==> config.mk <==
export PLATFORM = sky130hd
export DESIGN_NAME = param_dual_port_ram_flat
export DESIGN_NICKNAME = d
export VERILOG_FILES = /design/src/rtl/ram_pkg.sv /design/src/rtl/param_dual_port_ram_if.sv /design/src/rtl/sdp_ram_core.sv /design/src/rtl/param_dual_port_ram.sv /design/src/flat_wrapper.sv
export SDC_FILE = /design/constraint.sdc
export NUM_CORES = 1
export LEC_CHECK = 0
export ABC_AREA = 0
export CAP_MARGIN = 10
export CORE_ASPECT_RATIO = 1.1
export CORE_MARGIN = 10
export CORE_UTILIZATION = 45
export DETAILED_ROUTE_END_ITERATION = 16
export REMOVE_ABC_BUFFERS = 1
export SLEW_MARGIN = 25
export SYNTH_ARGS = -nofsm -noshare
export SYNTH_HDL_FRONTEND = slang
export SYNTH_HIERARCHICAL = 1
export SYNTH_SLANG_ARGS = --single-unit
==> constraint.sdc <==
create_clock -name clock -period 3.1 [get_ports clock]
set_clock_uncertainty 0.05 [all_clocks]
set_input_delay 0.93 -clock clock [delete_from_list [all_inputs] [get_ports clock]]
set_output_delay 0.93 -clock clock [all_outputs]
set_load 0.05 [all_outputs]
==> src/rtl/ram_pkg.sv <==
// Shared types and helpers for the parametrised simple dual-port RAM.
package ram_pkg;

    typedef enum logic {ST_INIT, ST_READY} state_t;

    // Widest word the byte-merge helper handles; the top refuses anything wider.
    localparam int MAX_DW = 512;

    // Read latency in clock edges after the edge that samples re.
    function automatic int read_latency(input int out_reg);
        return (out_reg != 0) ? 2 : 1;
    endfunction

    // Per-byte select: bytes with be set come from new_w, the rest from old_w.
    function automatic logic [MAX_DW-1:0] byte_merge(
        input logic [MAX_DW-1:0]   old_w,
        input logic [MAX_DW-1:0]   new_w,
        input logic [MAX_DW/8-1:0] be
    );
        logic [MAX_DW-1:0] r;
        r = old_w;
        for (int i = 0; i < MAX_DW/8; i++) begin
            if (be[i]) r[8*i +: 8] = new_w[8*i +: 8];
        end
        return r;
    endfunction

endpackage

==> src/rtl/param_dual_port_ram_if.sv <==
// Request/response bundle of the dual-port RAM: write port, read port, status.
interface param_dual_port_ram_if #(
    parameter int DATA_WIDTH = 16,
    parameter int ADDR_WIDTH = 6
);
    logic                    we;
    logic [ADDR_WIDTH-1:0]   w_addr;
    logic [DATA_WIDTH-1:0]   data;
    logic [DATA_WIDTH/8-1:0] be;
    logic                    re;
    logic [ADDR_WIDTH-1:0]   r_addr;
    logic [DATA_WIDTH-1:0]   q;
    logic                    q_valid;
    logic                    init_busy;

    modport master (
        output we, w_addr, data, be, re, r_addr,
        input  q, q_valid, init_busy
    );

    modport slave (
        input  we, w_addr, data, be, re, r_addr,
        output q, q_valid, init_busy
    );
endinterface

==> src/rtl/sdp_ram_core.sv <==
// Plain storage array: byte-enabled write port, registered read port, no reset.
module sdp_ram_core #(
    parameter int DATA_WIDTH = 16,
    parameter int ADDR_WIDTH = 6
) (
    input  logic                    clock,
    input  logic                    we,
    input  logic [ADDR_WIDTH-1:0]   w_addr,
    input  logic [DATA_WIDTH-1:0]   data,
    input  logic [DATA_WIDTH/8-1:0] be,
    input  logic                    re,
    input  logic [ADDR_WIDTH-1:0]   r_addr,
    output logic [DATA_WIDTH-1:0]   q
);
    localparam int DEPTH = 2**ADDR_WIDTH;
    localparam int NB    = DATA_WIDTH/8;

    logic [DATA_WIDTH-1:0] mem [DEPTH];

    // Write and read in one process: a same-edge read returns the pre-write word.
    always_ff @(posedge clock) begin
        if (we) begin
            for (int i = 0; i < NB; i++) begin
                if (be[i]) mem[w_addr][8*i +: 8] <= data[8*i +: 8];
            end
        end
        if (re) q <= mem[r_addr];
    end
endmodule

==> src/rtl/param_dual_port_ram.sv <==
// Dual-port RAM top: init sweep FSM, write-first bypass merge, read pipeline.
module param_dual_port_ram
    import ram_pkg::*;
#(
    parameter int                    DATA_WIDTH = 16,
    parameter int                    ADDR_WIDTH = 6,
    parameter int                    OUT_REG    = 1,
    parameter logic [DATA_WIDTH-1:0] INIT_VALUE = '0
) (
    input logic                  clock,
    input logic                  reset,
    param_dual_port_ram_if.slave bus
);
    localparam int NB     = DATA_WIDTH/8;
    localparam int STAGES = read_latency(OUT_REG);

    generate
        if (DATA_WIDTH % 8 != 0 || DATA_WIDTH < 8 || DATA_WIDTH > MAX_DW) begin : g_bad_width
            $fatal(1, "param_dual_port_ram: DATA_WIDTH must be a multiple of 8");
        end
        if (OUT_REG != 0 && OUT_REG != 1) begin : g_bad_out_reg
            $fatal(1, "param_dual_port_ram: OUT_REG must be 0 or 1");
        end
    endgenerate

    state_t                state, state_nxt;
    logic [ADDR_WIDTH-1:0] cnt, cnt_nxt;
    logic                  ready;
    logic                  core_we;
    logic [ADDR_WIDTH-1:0] core_wa;
    logic [DATA_WIDTH-1:0] core_wd;
    logic [NB-1:0]         core_be;
    logic                  rd_acc;
    logic [DATA_WIDTH-1:0] core_q;
    logic [DATA_WIDTH-1:0] byp_data;
    logic [NB-1:0]         byp_be;
    logic [DATA_WIDTH-1:0] s1_q;
    logic [STAGES:0]       vld_pipe;

    // FSM state and init sweep counter.
    always_ff @(posedge clock or posedge reset) begin
        if (reset) begin
            state <= ST_INIT;
            cnt   <= '0;
        end else begin
            state <= state_nxt;
            cnt   <= cnt_nxt;
        end
    end

    // Next state and write-port mux: the sweep owns the write port during INIT.
    always_comb begin
        state_nxt = state;
        cnt_nxt   = cnt;
        ready     = 1'b0;
        core_we   = 1'b0;
        core_wa   = bus.w_addr;
        core_wd   = bus.data;
        core_be   = bus.be;
        case (state)
            ST_INIT: begin
                core_we = 1'b1;
                core_wa = cnt;
                core_wd = INIT_VALUE;
                core_be = '1;
                cnt_nxt = cnt + ADDR_WIDTH'(1);
                if (cnt == '1) state_nxt = ST_READY;
            end
            ST_READY: begin
                ready   = 1'b1;
                core_we = bus.we;
            end
            default: state_nxt = ST_INIT;
        endcase
    end

    assign rd_acc        = ready & bus.re;
    assign bus.init_busy = (state == ST_INIT);

    sdp_ram_core #(
        .DATA_WIDTH (DATA_WIDTH),
        .ADDR_WIDTH (ADDR_WIDTH)
    ) u_core (
        .clock  (clock),
        .we     (core_we),
        .w_addr (core_wa),
        .data   (core_wd),
        .be     (core_be),
        .re     (rd_acc),
        .r_addr (bus.r_addr),
        .q      (core_q)
    );

    // Valid shift register and capture of a same-address write for the bypass.
    always_ff @(posedge clock or posedge reset) begin
        if (reset) begin
            vld_pipe <= '0;
            byp_data <= '0;
            byp_be   <= '0;
        end else begin
            vld_pipe <= {vld_pipe[STAGES-1:0], rd_acc};
            if (rd_acc) begin
                byp_data <= bus.data;
                byp_be   <= (bus.we && bus.w_addr == bus.r_addr) ? bus.be : '0;
            end
        end
    end

    // First output stage: overlay written bytes on the pre-write word; holds otherwise.
    always_ff @(posedge clock or posedge reset) begin
        if (reset) begin
            s1_q <= '0;
        end else if (vld_pipe[0]) begin
            s1_q <= DATA_WIDTH'(byte_merge(MAX_DW'(core_q), MAX_DW'(byp_data),
                                           (MAX_DW/8)'(byp_be)));
        end
    end

    generate
        if (OUT_REG == 1) begin : g_oreg
            logic [DATA_WIDTH-1:0] s2_q;
            // Extra output register for timing; holds between reads.
            always_ff @(posedge clock or posedge reset) begin
                if (reset)            s2_q <= '0;
                else if (vld_pipe[1]) s2_q <= s1_q;
            end
            assign bus.q = s2_q;
        end else begin : g_noreg
            assign bus.q = s1_q;
        end
    endgenerate

    assign bus.q_valid = vld_pipe[STAGES];
endmodule
==> src/flat_wrapper.sv <==
// flat-port wrapper written by rule: the top's interface ports become plain ports
module param_dual_port_ram_flat import ram_pkg::*;
#(
    parameter int                    DATA_WIDTH = 16,
    parameter int                    ADDR_WIDTH = 6,
    parameter int                    OUT_REG    = 1,
    parameter logic [DATA_WIDTH-1:0] INIT_VALUE = '0
)
  (clock, reset, bus_we, bus_w_addr, bus_data, bus_be, bus_re, bus_r_addr, bus_q, bus_q_valid, bus_init_busy);
  param_dual_port_ram_if #(.DATA_WIDTH(DATA_WIDTH), .ADDR_WIDTH(ADDR_WIDTH)) bus_i ();
  input logic clock;
  input logic reset;
  input wire logic [$bits(bus_i.we)-1:0] bus_we;
  input wire logic [$bits(bus_i.w_addr)-1:0] bus_w_addr;
  input wire logic [$bits(bus_i.data)-1:0] bus_data;
  input wire logic [$bits(bus_i.be)-1:0] bus_be;
  input wire logic [$bits(bus_i.re)-1:0] bus_re;
  input wire logic [$bits(bus_i.r_addr)-1:0] bus_r_addr;
  output wire logic [$bits(bus_i.q)-1:0] bus_q;
  output wire logic [$bits(bus_i.q_valid)-1:0] bus_q_valid;
  output wire logic [$bits(bus_i.init_busy)-1:0] bus_init_busy;
  assign bus_i.we = bus_we;
  assign bus_i.w_addr = bus_w_addr;
  assign bus_i.data = bus_data;
  assign bus_i.be = bus_be;
  assign bus_i.re = bus_re;
  assign bus_i.r_addr = bus_r_addr;
  assign bus_q = bus_i.q;
  assign bus_q_valid = bus_i.q_valid;
  assign bus_init_busy = bus_i.init_busy;
  param_dual_port_ram #(.DATA_WIDTH(DATA_WIDTH), .ADDR_WIDTH(ADDR_WIDTH), .OUT_REG(OUT_REG), .INIT_VALUE(INIT_VALUE)) u_core (.clock(clock), .reset(reset), .bus(bus_i));
endmodule
Run 1, track usage over the die:
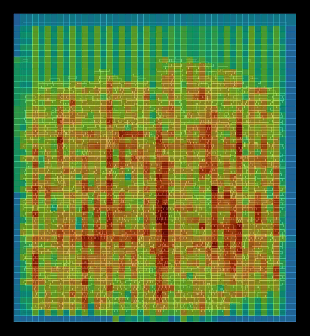
GR peak layer: met2
Overall Global Routing Usage: 0.188

Run 1, signal wires on met3:
(1.5 px per µm)
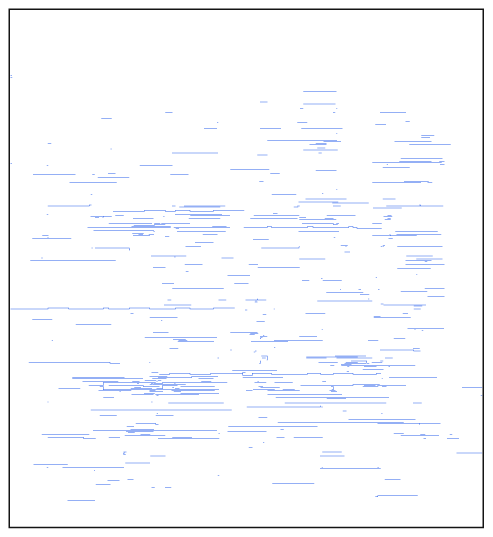
nets with wire on the layer = 197
main direction = horizontal
longest straight run = 93.6 µm
wire length on this layer = 5830 µm
share of all routed wire = 5.7%

Run 1, placement by cell class:
(1 px per µm) Fill, decap, tap and diode cells in gray.
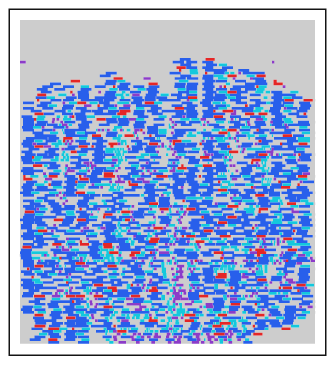
flops -> blue  # cells 1100, share of their area 66%
other buffers and delay cells -> purple  # cells 417, share of their area 7.7%
clock drivers and dummy loads -> red  # cells 201, share of their area 7.2%
combinational and other logic -> cyan  # cells 893, share of their area 19%

==> reports/qor.yml, run 1 <==
clock_network:
  cts_setup_buffers: 0
  cts_sinks: 1100
  cts_made_buffers: 108
  cts_max_path_buffers: 3
  clk_pin_slew_ns: 0.06
yosys:
  syn_avg_cell_area_um2: 20.4
  yosys_area_mm2: 0.0431
  top_cell_area_share: 0.725
  synthAdderAreaFrac: 0.000290
  xor_area_frac: 0.00203
  yosysWarnings: 6
  async_flop_share: 0.0545
  synth-edff-count: 1040
  most_common_cell: "edfxtp_1"
  synthesis.area_mm2: 0.0431
  ys_sh_aoi: 0.0252
  ys_seq_share: 0.759
  ff_type: "edfxtp_1"
floorplanning:
  pin_count: 52
  core_area_mm2: 0.0954
  floorplan.core_util: 0.452
  core.rowCount: 119
worst_setup_path:
  worstSetupPathType: "reg -> out"
  timing.rr.start: "u_core/state$_DFF_PP0_"
  endpoint: "bus_init_busy"
final_timing:
  hold_slack_ns: 0.438
  tns_ns: 0
  slew_violations: 0
  fmax_mhz: 349
  finalCritPeriodShare: 0.923
  layout_min_cycle_time_ns: 2.86
detailed_routing:
  vias: 21800
  ant_nets: 0
  wl_met2_um: 49800
  routed_wl_um: 102000
  drtIter0Drc: 2262
  top_layer_used: "met4"
finish:
  fin_area_mm2: 0.0513
  nets: 2555
  final_util: 0.538
  diodes: 0
  regMostFlops: "u_core/u_core/mem"
placed_design:
  post-dp-hpwl_um: 65500
  postPlaceCellArea_mm2: 0.0478
  io_buffers: 51
power_and_ir_drop:
  powerDensity_mw_per_mm2: 584
  seq_power_w: 0.0160
  vdd_drop_max_v: 0.000479
  pg_comb_w: 0.000866
job:
  max_cap_viol_count: 0
outcome:
  status: "complete, no violations"
grt:
  antenna_found_initial: 0
  grt_pass1_vias: 22600
worst_hold_path:
  whs_endpoint: "u_core/cnt[2]$_DFFE_PP0N_"
run 1: placed cells by master, fill, tap and decap left out, types with 39 or more instances in the layout:
cell type        instances
buf_4                  321
nor2_1                 158
mux2_2                  49
edfxtp_1              1040
mux4_2                 210
dfrtp_1                 58
clkdlybuf4s50_1         45
mux2i_1                103
nand2_1                 72
clkbuf_16              113
buf_12                  45
a22oi_1                 39
run 1: area by class of cell:
cell class / count / area, µm²
clock buffer: 137 / 2960
clock inverter: 64 / 603
fill: 7359 / 44100
inverter: 4 / 15.0
multi-input combinational: 889 / 9600
sequential: 1100 / 32700
tap: 1270 / 1590
timing repair buffer: 417 / 3820
run 1: worst max-delay path: stages, from the launching register on:
cell and delay, ns:
dfrtp_2 0.55, inv_2 0.13, dlygate4sd2_1 0.54
## Run 2: what changed since run 1
- CORE_ASPECT_RATIO: 1.1 -> unset
Run 2, track usage over the die:
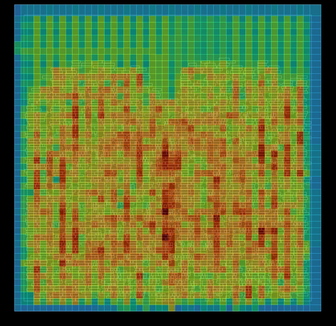
post-layout util: 0.537
GRT met1 Usage: 0.266
Overall Global Routing Usage: 0.189
met2 Use GR: 0.309

Run 2, signal wires on met3:
(1.5 px per µm)
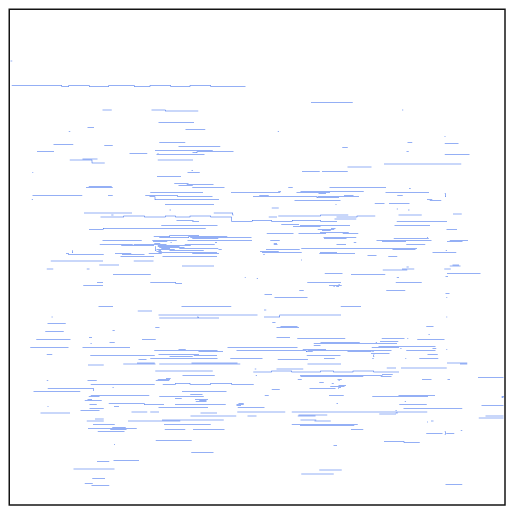
longest straight run = 90.2 µm
wire length on this layer = 6470 µm
main direction = horizontal
nets with wire on the layer = 196
share of all routed wire = 6.3%

==> run 2 against run 1 <==
  * Register-to-register slack gained 0.03 ns
  * Clock-buffer cell count down 15
  * Largest cell class unchanged
  * Largest power group unchanged
  * Routed wire length up 0.33%
==> reports/qor.yml, run 2 <==
final_timing:
  final_hold_viol_count: 0
  finalCritPeriodShare: 0.932  # +0.00829
  tns_ns: 0  # unchanged
  layout_min_cycle_time_ns: 2.89  # +0.0257 ns
  slew_violations: 0  # unchanged
  fmax_mhz: 346  # -0.89%
  hold_slack_ns: 0.440  # +0.00140 ns
finish:
  fin_area_mm2: 0.0511  # -0.50%
  diodes: 0  # unchanged
  sh_seq_area: 0.641  # +0.00320
  dominant_cells: "sequential cells"
  nClkBuffers: 122  # -11%
  largest_reg_flops: 1024
  final-seq-area_mm2: 0.0327  # unchanged
  final-comb-area_mm2: 0.00960  # unchanged
  lay_top_count: "edfxtp_1"
  numSequentialCells: 1100  # unchanged
  area_share_nonclk_buffers: 0.0720  # -0.00244
  non_clock_inverter_count: 4  # unchanged
  nets: 2536  # -0.74%
  comb_area_frac: 0.188  # +0.000940
  comb_cells: 889  # unchanged
  fillCellCount: 7351  # -0.11%
  regMostFlops: "u_core/u_core/mem"
  most-common-layout-cells: "edfxtp_1, buf_4, mux4_2, nor2_1, clkbuf_16"
  nNonClkBuffers: 401  # -3.8%
  clkCellAreaFrac: 0.0676  # -0.00173
grt:
  grt_pass1_vias: 22300  # -1.3%
  busiest_layer: "met2"
  antenna_found_initial: 0  # unchanged
  grt_pass1_wl_um: 151000
  met3_usage: 0.0281
power_and_ir_drop:
  powerDensity_mw_per_mm2: 581  # -0.39%
  vdd_drop_max_v: 0.000454  # -5.1%
clock_network:
  clk_pin_slew_ns: 0.06  # about the same
  cts_setup_buffers: 0  # unchanged
  htreeDepth: 3
  cts_made_buffers: 105  # -2.8%
  cts_max_path_buffers: 3  # unchanged
  cts_sinks: 1100  # unchanged
yosys:
  xor_area_frac: 0.00203  # unchanged
  ff_type: "edfxtp_1"
  most_common_cell: "edfxtp_1"
  top_cell_area_share: 0.725  # unchanged
  yosys.area.top_type: "edfxtp_1"
  ys_sh_aoi: 0.0252  # unchanged
  synthesis.area_mm2: 0.0431  # unchanged
  synth-edff-count: 1040  # unchanged
  async_flop_share: 0.0545  # unchanged
  ys_seq_share: 0.759  # unchanged
  yosysWarnings: 6  # unchanged
  syn_avg_cell_area_um2: 20.4  # unchanged
  yosys_area_mm2: 0.0431  # unchanged
  synthAdderAreaFrac: 0.000290  # unchanged
detailed_routing:
  wl_met2_um: 50300  # +0.94%
  vias_per_cell: 5.71
  routed_wl_um: 102000  # +0.33%
  top_layer_used: "met4"
  drtIter0Drc: 2197  # -2.9%
  ant_nets: 0  # unchanged
  vias: 22000  # +0.98%
floorplanning:
  core.rowCount: 113  # -5.0%
  floorplan.core_util: 0.454  # +0.00204
  num_tap_cells: 1265  # -0.39%
  pin_count: 52  # unchanged
  core_area_mm2: 0.0950  # -0.45%
  die_x_um: 329
placed_design:
  place.gp.congestion: 0.803
  postPlaceCellArea_mm2: 0.0476  # -0.31%
  io_buffers: 51  # unchanged
  post-dp-hpwl_um: 65600  # about the same
outcome:
  status: "complete, no violations"
worst_setup_path:
  endpoint: "bus_init_busy"
  path_depth: 2  # unchanged
  slowest_stage: "dfrtp_2"
  crit_family: "buffers and inverters"
  cp_cell_sequence: "inv_2 -> dlygate4sd2_1"
  critPathBufInv: 2  # unchanged
  worstSetupPathType: "reg -> out"
  slowest_delay_ns: 0.57  # +0.02 ns
  timing.rr.start: "u_core/state$_DFF_PP0_"
job:
  max_cap_viol_count: 0  # unchanged
worst_hold_path:
  whs_path_depth: 1
  whs_endpoint: "u_core/bus.q[14]$_DFFE_PP0P_"
## run 2: cell count changes in the layout (fill, tap and decap cells not counted), sizes merged
cell	delta
clkbuf	-16
bufinv	+3
buf	-15
clkinvlp	+3
inv	-3
## run 2: power by group
group / internal [W] / switching (W)
registers: 0.0160 / 0
clock network: 0.00753 / 0.00532
logic: 0.000371 / 0.000454
total: 0.0239 / 0.00577
## run 2: kinds of logic (layout without fill, tap and decap cells)
| family | after synthesis | count (layout) |
|---|---|---|
| AND-OR/OR-AND | 150 | 150 |
| XOR/XNOR | 10 | 10 |
| adder cells (fa/ha/maj) | 1 | 1 |
| buffers and inverters | 125 | 594 |
| flip-flops | 1100 | 1100 |
| multiplexers | 390 | 390 |
| AND/OR/NAND/NOR | 338 | 338 |
## Run 3: what changed since run 2
- MAX_ROUTING_LAYER: unset -> met4
Run 3, track usage over the die:
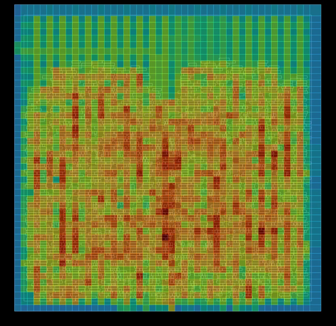
WL/cell: 26.6 µm
met3 GRT Util: 0.0264
met2 Use GR: 0.310
GRT met1 Usage: 0.268

Run 3, signal wires on met3:
(1.5 px per µm)
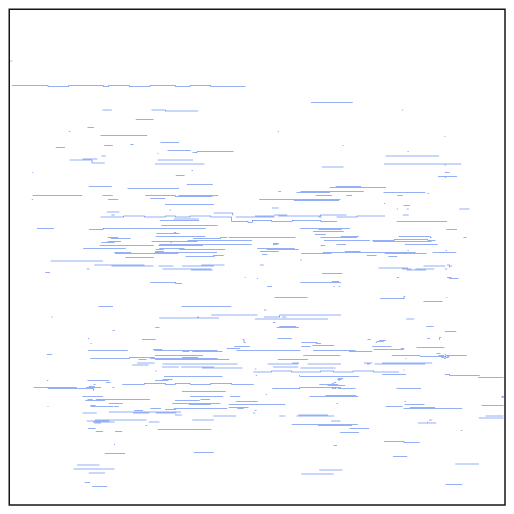
nets with wire on the layer = 186
longest straight run = 68.3 µm
main direction = horizontal
via count of the routed design: 21900
drt total wl: 102000 µm

==> run 3 against run 2 <==
  * Largest cell class unchanged
  * Worst setup slack gained 0.0039 ns
  * Via count shrank 0.27%
  * Core utilization is the same
  * Power is essentially flat
  * Die size is the same
  * Sequential share of layout area is the same
  * Non-clock buffer count is the same
  * Clock power is essentially flat
  * Combinational power is essentially flat
  * Clock-buffer cell count is the same
  * Final cell count is the same
==> reports/qor.yml, run 3 <==
floorplanning:
  core_area_mm2: 0.0950  # unchanged
  core.rowCount: 113  # unchanged
  die_x_um: 329  # unchanged
  floorplan.core_util: 0.454  # unchanged
  num_tap_cells: 1265  # unchanged
  pin_count: 52  # unchanged
placed_design:
  post-dp-hpwl_um: 65600  # unchanged
yosys:
  top_cell_area_share: 0.725  # unchanged
  most_common_cell: "edfxtp_1"
  synth-edff-count: 1040  # unchanged
  ys_seq_share: 0.759  # unchanged
worst_setup_path:
  cp_cell_sequence: "inv_2 -> dlygate4sd2_1"
  critPathBufInv: 2  # unchanged
  slowest_stage: "dfrtp_2"
  timing.rr.start: "u_core/state$_DFF_PP0_"
  path_depth: 2  # unchanged
outcome:
  status: "complete, no violations"
finish:
  area_share_nonclk_buffers: 0.0720  # unchanged
  dominant_cells: "sequential cells"
  regMostFlops: "u_core/u_core/mem"
  sh_seq_area: 0.641  # unchanged
  nClkBuffers: 122  # unchanged
  comb_area_frac: 0.188  # unchanged
clock_network:
  cts_setup_buffers: 0  # unchanged
  htreeDepth: 3  # unchanged
  cts_made_buffers: 105  # unchanged
power_and_ir_drop:
  vdd_drop_max_v: 0.000458  # +0.84%
  p_seq_frac: 0.539  # about the same
  p_comb_frac: 0.028  # about the same
grt:
  antenna_found_initial: 0  # unchanged
  grt_pass1_wl_um: 152000  # about the same
  grt_usage: 0.195  # +0.00592
  busiest_layer: "met2"
detailed_routing:
  wl_met2_um: 50700  # +0.96%
final_timing:
  final_hold_viol_count: 0  # unchanged
  layout_min_cycle_time_ns: 2.88  # -0.00386 ns
worst_hold_path:
  whs_endpoint: "u_core/bus.q[14]$_DFFE_PP0P_"
  whs_path_depth: 1  # unchanged
run 3: cell counts in the layout (fill, tap and decap cells not counted):
No cell type changed its count.
run 3: power groups by stage:
stage	clock network, W	registers, W	logic (W)
after CTS	0.0131	0.0160	0.000831
after detailed placement	0	0.0163	0.000829
final	0.0128	0.0160	0.000825
after floorplan	0	0.0163	0.000282
after global placement	0	0.0163	0.000823
after global routing	0.0137	0.0160	0.000876
run 3: per-stage QoR:
stage	cell area, µm²	power [W]	hold slack [ns]	setup slack, ns
CTS	51100	0.0300	0.444	0.151
finish	51100	0.0297	0.440	0.215
global placement	47600	0.0172	0.417	-0.207
detailed placement	47600	0.0172	0.431	-0.243
floorplan	42300	0.0166	0.401	0.410
global route	51100	0.0306	0.456	0.109
Power figures rest on the tool's default switching activity, not on a simulated workload.
